Fig. 1: signal wires on met2
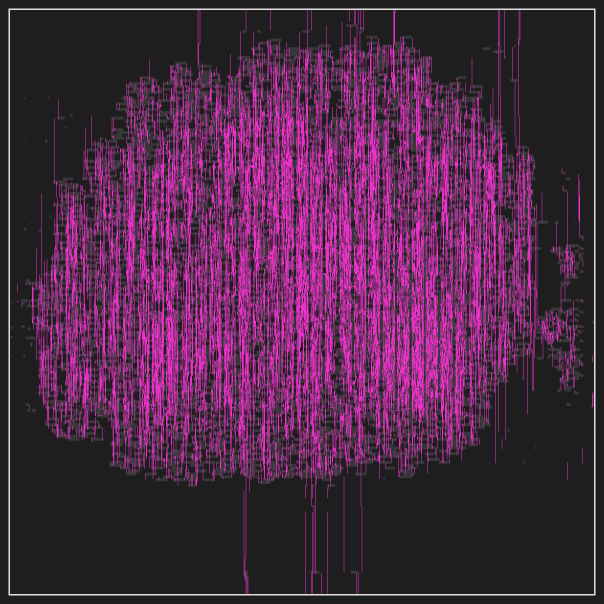
Fig. 2: sequential cells grouped by signal name
Other sequential cells in the stronger gray, the rest of the logic in the fainter gray.
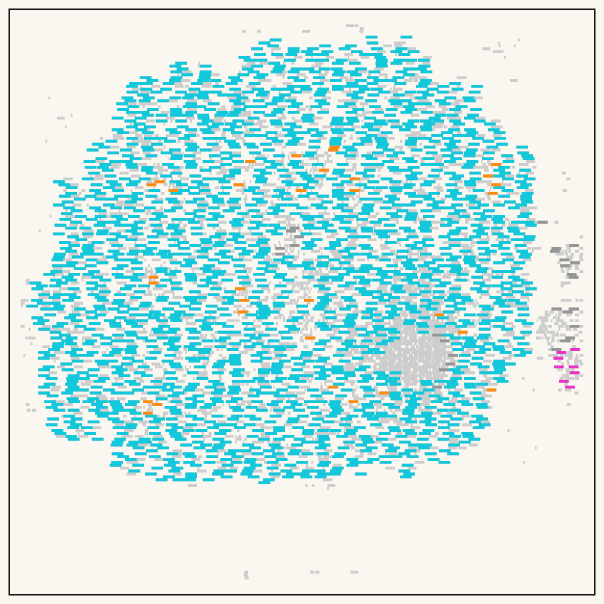
Fig. 3: local utilization
The die is cut into 27 by 27 equal tiles; white is low, dark blue is high, 0 to 100% covered.
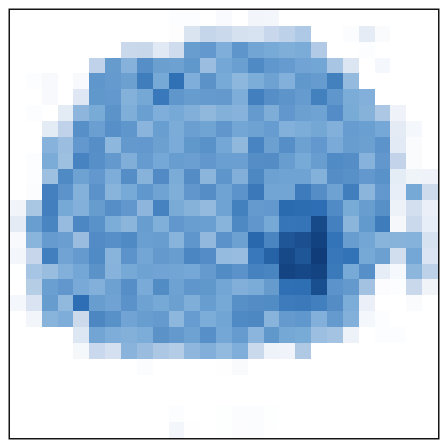
Fig. 4: signal wires on met1
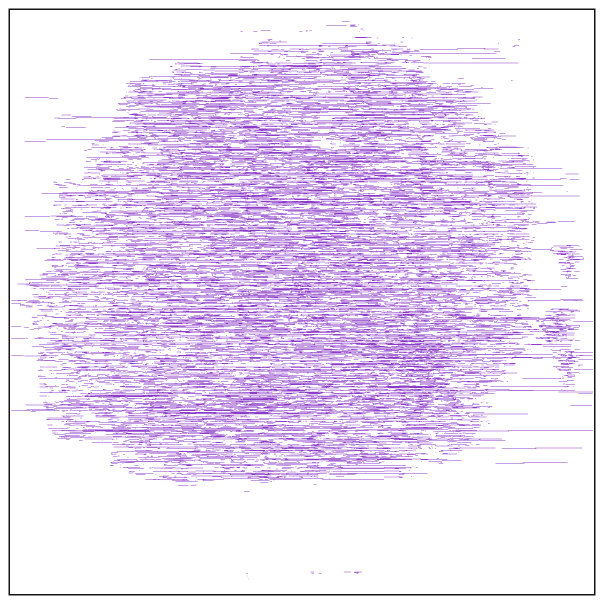
<file path="config.mk">
export PLATFORM = sky130hd
export DESIGN_NAME = ldtu_buffer_ctrl
export DESIGN_NICKNAME = d
export VERILOG_FILES = /design/src/rtl/ldtu_pkg.sv /design/src/rtl/ldtu_sat_counter.sv /design/src/rtl/ldtu_buffer_ctrl.sv
export SDC_FILE = /design/constraint.sdc
export NUM_CORES = 2
export LEC_CHECK = 0
export CAP_MARGIN = 20
export CORE_MARGIN = 10
export CORE_UTILIZATION = 29
export DETAILED_ROUTE_END_ITERATION = 12
export GPL_TIMING_DRIVEN = 0
export PLACE_DENSITY = 0.51
export SYNTH_ARGS = -nofsm -noshare
export SYNTH_HDL_FRONTEND = slang
export SYNTH_SLANG_ARGS = --single-unit
</file>
<file path="constraint.sdc">
create_clock -name CLK_ -period 3.5 [get_ports CLK_]
set_input_delay 0.525 -clock CLK_ [delete_from_list [all_inputs] [get_ports CLK_]]
set_output_delay 0.525 -clock CLK_ [all_outputs]
set_load 0.05 [all_outputs]
</file>
<file path="src/rtl/ldtu_pkg.sv">
// Shared LDTU constants: buffer geometry, idle word and serializer framing nibbles.
// Imported by the buffer controller and by serializer-side checkers.
package ldtu_pkg;

   localparam int Nbits_32       = 32;
   localparam int FifoDepth_buff = 64;
   localparam int bits_ptr       = 6;
   localparam int FullThr        = 62;
   localparam int bits_cnt       = 8;

   localparam logic [Nbits_32-1:0] IdleWord = 32'hEAAAAAAA;

   localparam logic [3:0] TrailerNibble = 4'b1101;
   localparam logic [3:0] InitialNibble = 4'b1111;

endpackage

</file>
<file path="src/rtl/ldtu_sat_counter.sv">
// Saturating up-counter with increment enable; holds at all-ones.
// Clears only on the asynchronous active-low reset.
module ldtu_sat_counter #(
   parameter int W = 8
) (
   input  logic         clk_i,
   input  logic         rst_ni,
   input  logic         inc_i,
   output logic [W-1:0] cnt_o
);

   logic [W-1:0] cnt_q, cnt_d;

   always_comb begin
      cnt_d = cnt_q;
      if (inc_i && (cnt_q != {W{1'b1}}))
         cnt_d = cnt_q + 1'b1;
   end

   always_ff @(posedge clk_i or negedge rst_ni) begin
      if (!rst_ni)
         cnt_q <= '0;
      else
         cnt_q <= cnt_d;
   end

   assign cnt_o = cnt_q;

endmodule

</file>
<file path="src/rtl/ldtu_buffer_ctrl.sv">
// Output buffer between the LDTU control unit and the serializer: circular
// word store, registered read port, early-full flag and loss/overflow statistics.
module ldtu_buffer_ctrl
   import ldtu_pkg::*;
(
   input  logic                CLK_,
   input  logic                reset_,
   input  logic                write_signal,
   input  logic [Nbits_32-1:0] DATA_from_CU,
   input  logic                losing_data,
   input  logic                read_signal,
   output logic [Nbits_32-1:0] DATA_out,
   output logic                data_valid,
   output logic                full,
   output logic                empty,
   output logic [bits_ptr:0]   occupancy,
   output logic [bits_cnt-1:0] overflow_cnt,
   output logic [bits_cnt-1:0] lost_cnt
);

   localparam logic [bits_ptr:0] DepthOcc = (bits_ptr+1)'(FifoDepth_buff);
   localparam logic [bits_ptr:0] FullOcc  = (bits_ptr+1)'(FullThr);

   logic [Nbits_32-1:0] mem_q [FifoDepth_buff];
   logic [bits_ptr-1:0] wr_ptr_q, rd_ptr_q;
   logic [bits_ptr:0]   occ_q, occ_d;
   logic [Nbits_32-1:0] dout_q;
   logic                valid_q;
   logic                rd_acc, wr_acc, wr_rej;

   // A write at true-full still succeeds when a read frees a slot the same cycle.
   always_comb begin
      rd_acc = read_signal && (occ_q != '0);
      wr_acc = write_signal && ((occ_q < DepthOcc) || rd_acc);
      wr_rej = write_signal && !wr_acc;
      occ_d  = occ_q;
      case ({wr_acc, rd_acc})
         2'b10:   occ_d = occ_q + 1'b1;
         2'b01:   occ_d = occ_q - 1'b1;
         default: occ_d = occ_q;
      endcase
   end

   always_ff @(posedge CLK_) begin
      if (wr_acc)
         mem_q[wr_ptr_q] <= DATA_from_CU;
   end

   always_ff @(posedge CLK_ or negedge reset_) begin
      if (!reset_) begin
         wr_ptr_q <= '0;
         rd_ptr_q <= '0;
         occ_q    <= '0;
         dout_q   <= IdleWord;
         valid_q  <= 1'b0;
      end else begin
         occ_q <= occ_d;
         if (wr_acc)
            wr_ptr_q <= wr_ptr_q + 1'b1;
         if (read_signal) begin
            if (rd_acc) begin
               dout_q   <= mem_q[rd_ptr_q];
               valid_q  <= 1'b1;
               rd_ptr_q <= rd_ptr_q + 1'b1;
            end else begin
               dout_q  <= IdleWord;
               valid_q <= 1'b0;
            end
         end
      end
   end

   ldtu_sat_counter #(.W(bits_cnt)) u_overflow_cnt (
      .clk_i  (CLK_),
      .rst_ni (reset_),
      .inc_i  (wr_rej),
      .cnt_o  (overflow_cnt)
   );

   ldtu_sat_counter #(.W(bits_cnt)) u_lost_cnt (
      .clk_i  (CLK_),
      .rst_ni (reset_),
      .inc_i  (losing_data),
      .cnt_o  (lost_cnt)
   );

   assign DATA_out   = dout_q;
   assign data_valid = valid_q;
   assign occupancy  = occ_q;
   assign full       = (occ_q >= FullOcc);
   assign empty      = (occ_q == '0);

endmodule
</file>
==> flow.log <==
[report] extracting results
[metrics] result of the run: complete, but fails checks
[metrics] violated checks: setup timing
[metrics] max-cap viol count: 0
[metrics] gate family responsible for the most delay along the worst path: buffers and inverters
[metrics] register share after synthesis: 77.9%
[metrics] Worst Hold End: mem_q[39][31]
[metrics] H-tree Lvls: 4
[metrics] Floorplan Utilization: 29.1%
[metrics] number of buffers on the longest clock path: 4
[metrics] number of synthesized register bits: 2116
[metrics] most frequent logic cell in the layout: edfxtp_1
[metrics] CTS tree: yes
[metrics] flip-flops with a built-in enable: 2048
[metrics] Total Negative Setup Slacks: -0.103 ns
[metrics] Final clock-cell share: 6.92%
[metrics] clock-pin slew of the registers on the worst-case setup and hold paths: 0.06 ns
[metrics] HPWL reported at the end of detailed placement: 206000 µm
[metrics] biggest combinational cell group after synthesis: multiplexers
[metrics] Detail Route met2 WL: 138000 µm
[metrics] PnR Total Power: 78500 µW
[metrics] net switching fraction of the power: 34.9%
[metrics] count of buffer and inverter cells on the critical path: 4
[metrics] number of library cell types mapped by synthesis: 65
[metrics] overall track demand over capacity in global routing: 19.3%
[metrics] standard cell with the maximum stage delay on the critical path: buf_2
[metrics] final antenna-violating net count: 0
[metrics] post-DR vias/cell: 5.48
[metrics] fraction of layout cells with a size suffix above 1: 32.1%
[metrics] Inverters, non-clock: 8
[metrics] Worst Hold Depth: 1
[metrics] register with the most flip-flops: mem_q
[metrics] Met3 Wirelength: 30200 µm
[metrics] data required time of the worst path: 4.26 ns
[metrics] clock skew after layout: 0.0783 ns
[metrics] final setup violating endpoints: 2
[metrics] total detailed-routing wirelength: 301000 µm
[metrics] minimum setup slack in the final design: -0.0862 ns
[metrics] proportion of synthesized flip-flops having asynchronous set or reset: 3.21%
[metrics] Antenna Diode Count: 8
Notes on Fig. 1 above:
share of all routed wire	46%
nets with wire on the layer	3833
longest straight run	203 µm
wire length on this layer	138 mm

Notes on Fig. 2 above:
netlist name	color	flops
mem_q	cyan	2048
DATA_out	orange	32
u_overflow_cnt.cnt_o	magenta	8
not colored	28
share of cell area taken by flip-flops and latches: 64.2%
Finished Core Util: 35.3%
Sequential Area: 0.0632 mm²
power in sequential cells: 29500 µW

Notes on Fig. 3 above:
tiles over 75% full	2.2%
nearly empty tiles	36%
fullest tile	95%
densest ninth of the die	center
mean over tiles	31%

Notes on Fig. 4 above:
nets with wire on the layer	4091
wire length on this layer	120 mm
met1 Usage GRT: 26.7%
via total after detailed routing: 44243

-- cells in the mapped netlist, drive strengths merged (3+ instances only) --
| cell | count | area [µm²] |
|---|---|---|
| clkbuf | 57 | 214 |
| nand4 | 8 | 50.1 |
| nor2 | 120 | 453 |
| and3b | 3 | 26.3 |
| a211o | 12 | 105 |
| nand3b | 9 | 67.6 |
| or2 | 4 | 25.0 |
| nor4 | 8 | 50.1 |
| nor3 | 14 | 70.1 |
| or3b | 7 | 61.3 |
| mux4 | 505 | 11400 |
| o221ai | 26 | 228 |
| a2111oi | 17 | 150 |
| a21oi | 15 | 75.1 |
| a21o | 3 | 22.5 |
| inv | 6 | 22.5 |
| nor2b | 17 | 106 |
| dfstp | 17 | 447 |
| and2 | 3 | 18.8 |
| a31oi | 8 | 50.1 |
| a221oi | 3 | 26.3 |
| nand2b | 4 | 25.0 |
| edfxtp | 2048 | 61500 |
| ha | 7 | 87.6 |
| o2111ai | 6 | 52.6 |
| nand2 | 55 | 206 |
| o22ai | 69 | 432 |
| a22oi | 33 | 248 |
| a22o | 10 | 87.6 |
| o211ai | 3 | 27.5 |
| xor2 | 12 | 105 |
| o21ai | 30 | 161 |
| or3 | 5 | 31.3 |
| dfrtp | 51 | 1280 |
| o311ai | 3 | 26.3 |
| a211oi | 31 | 233 |
| xnor2 | 20 | 175 |
| a221o | 3 | 30.0 |
| buf | 144 | 932 |
| and3 | 5 | 31.3 |
| mux2 | 13 | 146 |
| mux2i | 140 | 1400 |
| nand3 | 36 | 180 |
-- timing repair --
action | in CTS | in global routing
resized | 75 | 35
endpoints found under the setup margin | 2085 | 47
hold buffers | 5 | 0
endpoints found under the hold margin | 67 | 0
pin swaps | 28 | 6
buffers inserted | 59 | 3
No activity file was given, so power comes from the tool's default toggle rates.
